Fig. 1: run 1, congestion heat map
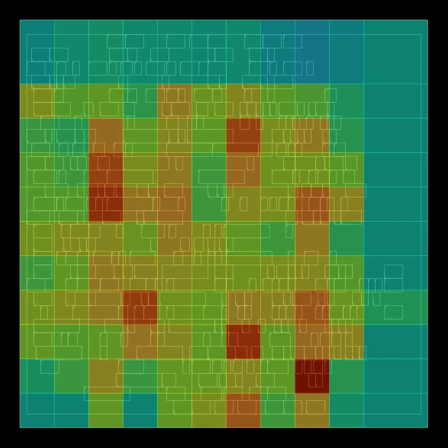
Fig. 2: run 1, met2 routing
Scale: 4 px per um.
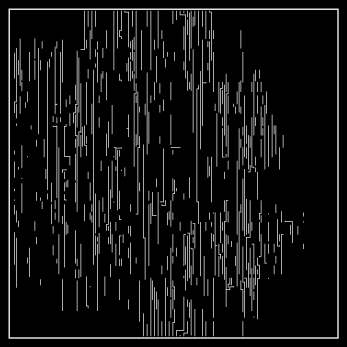
Fig. 3: run 1, cell sizes after repair
Scale: 6 px per um.
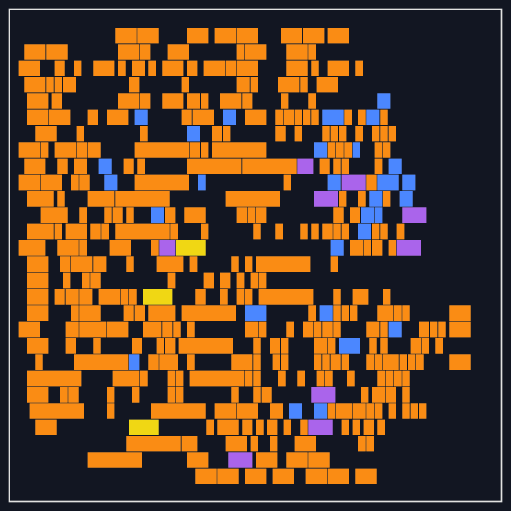
Fig. 4: run 1, zoomed window
Region (28, 28) to (53, 53) um. Cells in grey, sequential cells in the stronger grey; small squares are vias.
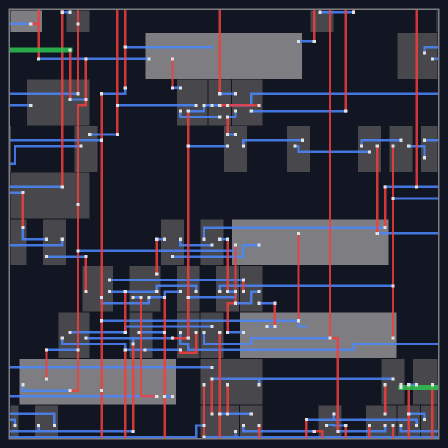
## config.mk

```make
export PLATFORM = sky130hd
export DESIGN_NAME = fifo_wr_arbiter
export DESIGN_NICKNAME = d
export VERILOG_FILES = /design/src/rtl/fifo_ctrl_pkg.sv /design/src/rtl/fifo_wr_arbiter_rr_pick.sv /design/src/rtl/fifo_wr_arbiter.sv
export SDC_FILE = /design/constraint.sdc
export NUM_CORES = 1
export LEC_CHECK = 0
export ABC_AREA = 1
export CORE_UTILIZATION = 30
export CTS_CLUSTER_DIAMETER = 50
export DETAILED_ROUTE_END_ITERATION = 8
export GPL_ROUTABILITY_DRIVEN = 0
export PLACE_DENSITY = 0.62
export SLEW_MARGIN = 0
export SYNTH_ARGS = -nofsm -noshare
export SYNTH_HDL_FRONTEND = slang
export SYNTH_HIERARCHICAL = 1
export SYNTH_SLANG_ARGS = --single-unit
```

## constraint.sdc

```tcl
create_clock -name clk -period 5.4 [get_ports clk]
set_clock_uncertainty 0.15 [all_clocks]
set_input_delay 1.35 -clock clk [delete_from_list [all_inputs] [get_ports clk]]
set_output_delay 1.35 -clock clk [all_outputs]
set_load 0.03 [all_outputs]
```

## src/rtl/fifo_ctrl_pkg.sv

```systemverilog
// Shared types and FIFO geometry for the FIFO write-side arbiter.
package fifo_ctrl_pkg;

    typedef enum logic {
        IDLE  = 1'b0,
        BURST = 1'b1
    } arb_state_e;

    localparam int FIFO_DEPTH   = 64;
    localparam int FIFO_DATA_W  = 8;
    localparam int FIFO_COUNT_W = 16;

endpackage

```

## src/rtl/fifo_wr_arbiter_rr_pick.sv

```systemverilog
// Combinational circular priority picker: first set bit of req_vec_i at or after start_i.
module rr_pick #(
    parameter int N  = 4,
    parameter int IW = (N > 1) ? $clog2(N) : 1
) (
    input  logic [N-1:0]  req_vec_i,
    input  logic [IW-1:0] start_i,
    output logic [IW-1:0] idx_o,
    output logic          valid_o
);

    always_comb begin
        idx_o   = '0;
        valid_o = 1'b0;
        for (int k = 0; k < N; k++) begin
            if (!valid_o && req_vec_i[(int'(start_i) + k) % N]) begin
                valid_o = 1'b1;
                idx_o   = IW'((int'(start_i) + k) % N);
            end
        end
    end

endmodule

```

## src/rtl/fifo_wr_arbiter.sv

```systemverilog
// Round-robin, burst-aware arbiter owning the single write port of the shared FIFO.
module fifo_wr_arbiter
    import fifo_ctrl_pkg::*;
#(
    parameter int N_REQ     = 4,
    parameter int DATA_W    = FIFO_DATA_W,
    parameter int DEPTH     = FIFO_DEPTH,
    parameter int MAX_BURST = 8
) (
    input  logic                      clk,
    input  logic                      reset,
    input  logic [N_REQ-1:0]          req,
    input  logic [N_REQ*DATA_W-1:0]   req_data,
    input  logic [N_REQ-1:0]          req_last,
    input  logic [N_REQ-1:0]          req_en,
    output logic [N_REQ-1:0]          gnt,
    input  logic                      fifo_full,
    input  logic [FIFO_COUNT_W-1:0]   fifo_count,
    output logic                      fifo_wr,
    output logic [DATA_W-1:0]         fifo_data_in,
    output logic [$clog2(N_REQ)-1:0]  owner,
    output logic                      busy,
    output logic                      ovf_err
);

    localparam int IW = $clog2(N_REQ);
    localparam int BW = $clog2(MAX_BURST + 1);
    localparam int CW = FIFO_COUNT_W;

    arb_state_e          state_q;
    logic [IW-1:0]       owner_q;
    logic [IW-1:0]       rr_ptr_q;
    logic [BW-1:0]       beat_cnt_q;
    logic                fifo_wr_q;
    logic [DATA_W-1:0]   fifo_data_q;
    logic                ovf_q;

    logic [IW-1:0]       pick_idx;
    logic                pick_valid;
    logic [CW:0]         occ_sum;
    logic                space_ok;
    logic                owner_req;
    logic                beat;
    logic                release_on_beat;
    logic [IW-1:0]       ptr_after_owner;
    logic [DATA_W-1:0]   owner_data;

    rr_pick #(
        .N  (N_REQ),
        .IW (IW)
    ) u_rr_pick (
        .req_vec_i (req & req_en),
        .start_i   (rr_ptr_q),
        .idx_o     (pick_idx),
        .valid_o   (pick_valid)
    );

    // The count lags our registered write by a cycle, so the in-flight write is reserved too.
    assign occ_sum   = {1'b0, fifo_count} + {{CW{1'b0}}, fifo_wr_q};
    assign space_ok  = !fifo_full && (occ_sum < (CW+1)'(DEPTH));
    assign owner_req = req[owner_q] && req_en[owner_q];
    assign beat      = (state_q == BURST) && owner_req && space_ok;
    assign owner_data = req_data[int'(owner_q)*DATA_W +: DATA_W];

    assign release_on_beat = req_last[owner_q] || (beat_cnt_q == BW'(MAX_BURST - 1));
    assign ptr_after_owner = (owner_q == IW'(N_REQ - 1)) ? '0 : owner_q + IW'(1);

    always_comb begin
        gnt = '0;
        if (beat) gnt[owner_q] = 1'b1;
    end

    always_ff @(posedge clk or negedge reset) begin
        if (!reset) begin
            state_q     <= IDLE;
            owner_q     <= '0;
            rr_ptr_q    <= '0;
            beat_cnt_q  <= '0;
            fifo_wr_q   <= 1'b0;
            fifo_data_q <= '0;
            ovf_q       <= 1'b0;
        end else begin
            if (fifo_wr_q && fifo_full) ovf_q <= 1'b1;
            case (state_q)
                IDLE: begin
                    fifo_wr_q <= 1'b0;
                    if (pick_valid) begin
                        owner_q    <= pick_idx;
                        beat_cnt_q <= '0;
                        state_q    <= BURST;
                    end
                end
                BURST: begin
                    if (!owner_req) begin
                        fifo_wr_q <= 1'b0;
                        rr_ptr_q  <= ptr_after_owner;
                        state_q   <= IDLE;
                    end else if (beat) begin
                        fifo_wr_q   <= 1'b1;
                        fifo_data_q <= owner_data;
                        beat_cnt_q  <= beat_cnt_q + BW'(1);
                        if (release_on_beat) begin
                            rr_ptr_q <= ptr_after_owner;
                            state_q  <= IDLE;
                        end
                    end else begin
                        // Stalled on space: keep ownership, issue nothing.
                        fifo_wr_q <= 1'b0;
                    end
                end
                default: begin
                    fifo_wr_q <= 1'b0;
                    state_q   <= IDLE;
                end
            endcase
        end
    end

    assign fifo_wr      = fifo_wr_q;
    assign fifo_data_in = fifo_data_q;
    assign owner        = owner_q;
    assign busy         = (state_q == BURST);
    assign ovf_err      = ovf_q;

endmodule

```

==> COMMIT_EDITMSG, run 1 <==
Log flow metrics for this revision

- Looking at the worst setup and hold paths, the clock pins of their registers show a slew of roughly 0.07 ns.
- CP Data Required Time: between 3 and 4 ns
- Die outline width: between 80 and 90 um
* Cell group occupying the most layout area: multi-input combinational cells
- By instance count, the leading cell after synthesis is sky130_fd_sc_hd__nand2_1.
* Critical Path Start Type: primary input
- Number of gates on the worst path with buffers counted: 10
- # Cells Yosys: around 310
- Across every metal layer, demand over resource in global routing totals roughly 17%.
- Share of cell area taken by muxes after synthesis: 0%
- Final WS setup: 0.455 ns
* Sum of met2 wire segment lengths after detailed routing: approximately 2500 um
- Highest attainable clock frequency: approximately 200 MHz
* Count of clock-net buffers in the final layout: 3
- The synthesized netlist occupies a cell area of around 1900 um^2.
- The internal portion of the total power is approximately 0.00043 W.
- Measured slew at the worst slew-check pin: 0.840 ns
* Seq cells: 19
- After technology mapping, the gate count stands at between 300 and 400.
- The final layout report lists a filler cell count of around 660.
- For reference, the critical path is launched at fifo_count[5].
* Worst Path Arrival: 3.44 ns
- Crit path to: gnt[3]
- Final Max-Slew Violation Tally: 0
- In the final design database the tool counted about 460 nets.
- Sequential standard cell area: ~480 um^2
* Clk cell area share: under 10%
* Hold-fix buffer count after cts: 0
* Well tap count: approximately 75
- The layout contains a multi-input combinational cell count of 243.
- Net switching component of the power: about 0.00043 W
- List of most frequent post-synthesis cells: sky130_fd_sc_hd__nand2_1 (83), sky130_fd_sc_hd__nor2_1 (45), sky130_fd_sc_hd__inv_1 (41), sky130_fd_sc_hd__o21ai_0 (26)
* Flop-to-flop setup slack: 2.81 ns
- The synthesized design contains 0 enable-type register cells.
- For reference, the critical path cell chain is clkdlybuf4s50_1 > nand2_1 > nor3_1 > nand2_1 > nand2_1 > nand2_1 > nor2_1 > nand3_2 > nor2_1 > dlymetal6s2s_1.
* Highest Signal Layer: met4
- As reported, the later end of the worst-skew pair has a clock insertion delay of 0.26 ns.
* Minimum setup slack after placement: between 0.09 and 0.1 ns
- TritonCTS reports the number of clock sinks as 19.
- 80 I/O pins were placed.
- Nets still carrying antenna violations after routing amount to 0.
- Initial drt markers: around 57
* Stage delay of the slowest cell on the critical path: 0.46 ns
- CTS Buf Count: 3
* Flop+latch power: 0.000205 W
- Leakage power: about 1.5 nW
* Worst VDD drop: between 100 and 150 uV
- Ranked by power, first place goes to combinational logic.
- The total area inside the core boundary comes to between 6000 and 7000 um^2.
- Worst slack on hold paths: a little over 0.3 ns
- For reference, the final report shows the hold violation count at 0.
- GR met1 Demand/Resource: 21.9%
- Outcome: finished clean
Notes on Fig. 1 above:
Avg WL per Cell: 11.4 um
Top Usage Layer GRT: met2

Notes on Fig. 2 above:
share of all routed wire = 48%
main direction = vertical
wire length on this layer = 2530 um
longest straight run = 48.6 um
nets with wire on the layer = 350

Notes on Fig. 3 above:
blue -> _2 cells  # cells 29, share 7.4%
yellow -> _6 and larger  # cells 3, share 0.77%
orange -> _0 and _1 cells  # cells 350, share 90%
purple -> _3 and _4 cells  # cells 9, share 2.3%

Notes on Fig. 4 above:
red -> metal 2
blue -> metal 1
green -> metal 3
sequential cells in the window = 4
most frequent = nand2_1 (10), nor2_1 (6)
netlist names of flops here include = rr_ptr_q (2)
cells with their middle in the window = 38

==> run 1: layout by cell type (no fill, tap or decap), drive strengths merged, types with 2 or more instances in the layout <==
cell type / netlist / layout
a21oi: 4 / 4
buf: 2 / 2
clkbuf: 6 / 3
clkdlybuf4s50: 0 / 75
dfrtp: 19 / 19
dlymetal6s2s: 0 / 4
ha: 5 / 5
inv: 44 / 44
nand2: 98 / 98
nand3: 23 / 23
nand3b: 3 / 3
nand4: 6 / 6
nor2: 52 / 52
o21ai: 30 / 30
o22ai: 8 / 8
or2: 8 / 8
==> run 1: flip-flops by register name (all words and copies together) (netlist names) <==
register / cells
busy: 1
fifo_data_in: 8
ovf_err: 1
beat_cnt_q: 4
rr_ptr_q: 2
fifo_wr: 1
owner: 2
==> run 1 -> run 2 <==
Settings changed: CELL_PAD_IN_SITES_DETAIL_PLACEMENT set to 1, CELL_PAD_IN_SITES_GLOBAL_PLACEMENT set to 2, CORE_UTILIZATION 30 to 22, PLACE_DENSITY 0.62 to 0.86, SYNTH_HIERARCHICAL 1 to unset.
Fig. 5: run 2, sequential cells coloured by netlist name
Scale: 4 px per um. Other sequential cells in the stronger grey, the rest of the logic in the fainter grey.
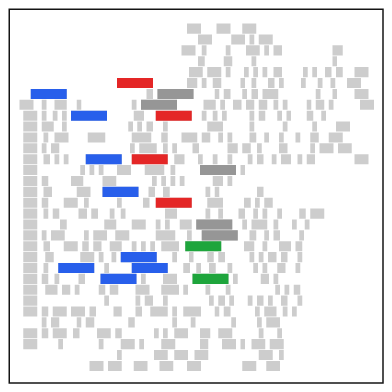
red -> beat_cnt_q  # flops 4
green -> rr_ptr_q  # flops 2
blue -> fifo_data_in  # flops 8
not coloured = 5

Fig. 6: run 2, zoomed window
Region (34, 34) to (59, 59) um. Cells in grey, sequential cells in the stronger grey; small squares are vias.
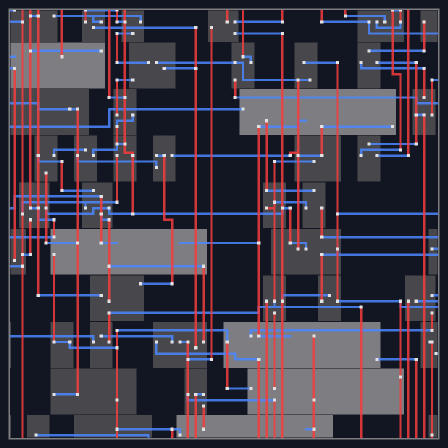
red -> metal 2
blue -> metal 1
netlist names of flops here include = beat_cnt_q (2), owner (2)
most frequent = nand2_1 (10), nor2_1 (7), dfrtp_1 (6)
sequential cells in the window = 6
cells with their middle in the window = 42

==> COMMIT_EDITMSG, run 2 <==
Log flow metrics for this revision

- The clock-pin slew of the registers on the worst-case setup and hold paths came to 0.07 ns (about the same).
- The number of nets still failing antenna checks after routing was 0 (unchanged).
* Final non-clock buffer share: roughly 29%
- The count of flip-flops with a built-in enable after synthesis was 0 (unchanged).
- Summing all multi-input logic gate instances after layout gives between 1000 and 1500 um^2.
* Top Usage Layer GRT: met2
- Per the detail_route log, met3 wirelength is between 400 and 500 um.
- The routed length per placed instance was 12.4 um (+8.7%).
- Overall power of the completed layout: 0.000843 W
* # IOs: 80 (unchanged)
- Counting tap cells, the placed design contains a total of 469 instances.
- The cell count after synthesis was 294 (-6.4%).
- From the final report, the count of setup violators was given as 0.
* Highest attainable clock frequency: 194 MHz (-4.2%)
- The count of hold-fix buffers inserted at cts came to 0 (unchanged).
* Number of hold violations in the final report: 0 (unchanged)
- PortBufs: between 70 and 80
- The max-slew check reports its worst relative slack as between 40% and 50%.
* Mean instance size in the synthesized netlist: 6.20 um^2
- Die outline width: 93.1 um (+14%)
- Well tap count: 102 (+36%)
- OpenROAD warning count: 29
- The final sequential cell count came to 19 (unchanged).
- Count of clock-net buffers in the final layout: 4 (+1)
- GR met1 Demand/Resource: 17.5% (-4.5 points)
- Stage delay of the slowest cell on the critical path: 0.68 ns (+0.22 ns)
- Final WS setup: 0.237 ns (-0.219 ns)
- Signal routing reaches up to met4.
* Initial drt markers: 24 (-58%)
* Total standard cell area after synthesis: 1820 um^2 (-4.5%)
- The number of flip-flops under the largest register name came to 8 (unchanged).
- The leakage dissipation was 1.30 nW (-11%).
- Checking hold timing, the worst path is listed with class flop to flop.
- The number of antenna violations at the first check in global routing was 0.
- Net switching component of the power: 0.000424 W (-1.3%)
- Critical Path Start Type: primary input
- Post-layout instance count excluding filler cells: 473
* Top power consumer group: combinational logic
* Global routing usage summed across all routing layers: 14.6% (-2.1 points)
- # Cells Yosys: 294 (-6.4%)
- For this block, the via count after detailed routing is 2143.
* Total nets after synthesis: roughly 360
- Measured slew at the worst slew-check pin: 0.879 ns (+0.0391 ns)
- CP Data Required Time: 3.90 ns (about the same)
- Before placement the cells fill between 20% and 30% of the core.
- Number of filler instances in the final layout: 1005 (+53%)
- The repair_antennas step left the layout with diodes totalling 0.
- The detailed-routed wire length on met2 is 2860 um (+13%).
- Worst VDD drop: 120 uV (-12%)
- The clock latency at the later pin of the worst-skew pair came to 0.25 ns (about the same).
- The clock network is responsible for between 10% and 20% of the overall power.
* Aggregate negative setup slack: 0 ns
* Worst Path Arrival: 3.66 ns (+0.22 ns)
- Worst slack on hold paths: 0.311 ns (+0.00620 ns)
- The core footprint was 7890 um^2 (+31%).
- The clock network consumes a total of between 0.00009 and 0.0001 W.
* Most numerous cell in the Yosys netlist: sky130_fd_sc_hd__nand2_1
- Sinks on Clock Net: 19 (unchanged)
- The final report gives the core utilization as 35.0%.
* Outcome: finished clean
* Type of the setup path with the least slack: primary input to primary output
- In the finished design, the share of the clock period the worst path needs comes to approximately 96%.
* CTS Buf Count: 3 (unchanged)
* Commonest Layout Cell: sky130_fd_sc_hd__clkdlybuf4s50_1
- Top flip-flop cell by instance count after synthesis: sky130_fd_sc_hd__dfrtp_1
- The overall die size recorded for this design is about 8700 um^2.
- Buffers added to address setup during post-CTS repair amount to 0.
- Fraction of met3 tracks used by global routing: between 3 and 4%
- The number of logic gates was 224 (-7.8%).
- The tree is rooted in a sky130_fd_sc_hd__clkbuf_8.
* First drt pass iteration count: 4
- The sequential logic power was 0.000196 W (-4%).
- Minimum setup slack after placement: 0.220 ns (+0.121 ns)
- The max-slew violation total from the final report is 0 (unchanged).
* Most numerous logic cells after layout: sky130_fd_sc_hd__clkdlybuf4s50_1 (78), sky130_fd_sc_hd__nand2_1 (72), sky130_fd_sc_hd__nor2_1 (43)
- Of the post-synthesis cell area, the dominant cell type holds around a quarter.
- The total number of nets in the final design was 440 (-4.3%).
* Yosys synthesis warning count: 0
* Via count of the first global-routing pass: roughly 2.3k
- The clock network area share was 1.63% (-0.0081 points).
- List of most frequent post-synthesis cells: sky130_fd_sc_hd__nand2_1 (72), sky130_fd_sc_hd__nor2_1 (43), sky130_fd_sc_hd__inv_1 (41), sky130_fd_sc_hd__nand3_1 (20), sky130_fd_sc_hd__o21ai_0 (20)
- Cell group occupying the most layout area: multi-input combinational cells
- The internal power consumption came to 0.000419 W (-2.7%).
- The number of gates resized after CTS was 0.
- Number of distinct library cells after synthesis: 31
- The sequential standard cell area came to 475 um^2 (unchanged).
- The critical path goes through clkdlybuf4s50_1 > nand2_1 > nor2_2 > nand3_1 > inv_1 > nand2_1 > nand2_1 > nand2_1 > nor2_4 > nand2_4 > nor2_1 > clkdlybuf4s50_1.
run 2: worst paths after layout:
path	startpoint	end	slack, ns	depth (start not counted)
worst max-delay path	fifo_count[7]	gnt[2]	0.24	12
worst min-delay path	ovf_err$_DFFE_PN0P_	ovf_err$_DFFE_PN0P_	0.31	1
worst max register to register	owner[0]$_DFFE_PN0P_	fifo_data_in[4]$_DFFE_PN0P_	2.90	14
worst min register to register	ovf_err$_DFFE_PN0P_	ovf_err$_DFFE_PN0P_	0.31	1
max in group asynchronous	reset	rr_ptr_q[1]$_DFFE_PN0P_	3.12	1
min in group asynchronous	reset	fifo_data_in[0]$_DFFE_PN0P_	1.44	1
run 2: logic make-up after synthesis:
kind of cell,synth area share [%]
compound gates,17.5
xor+xnor,1.44
fa+ha+maj,3.43
buf+inv,11.4
flops,26.1
simple gates,40.2
Power and IR drop assume default switching activity.
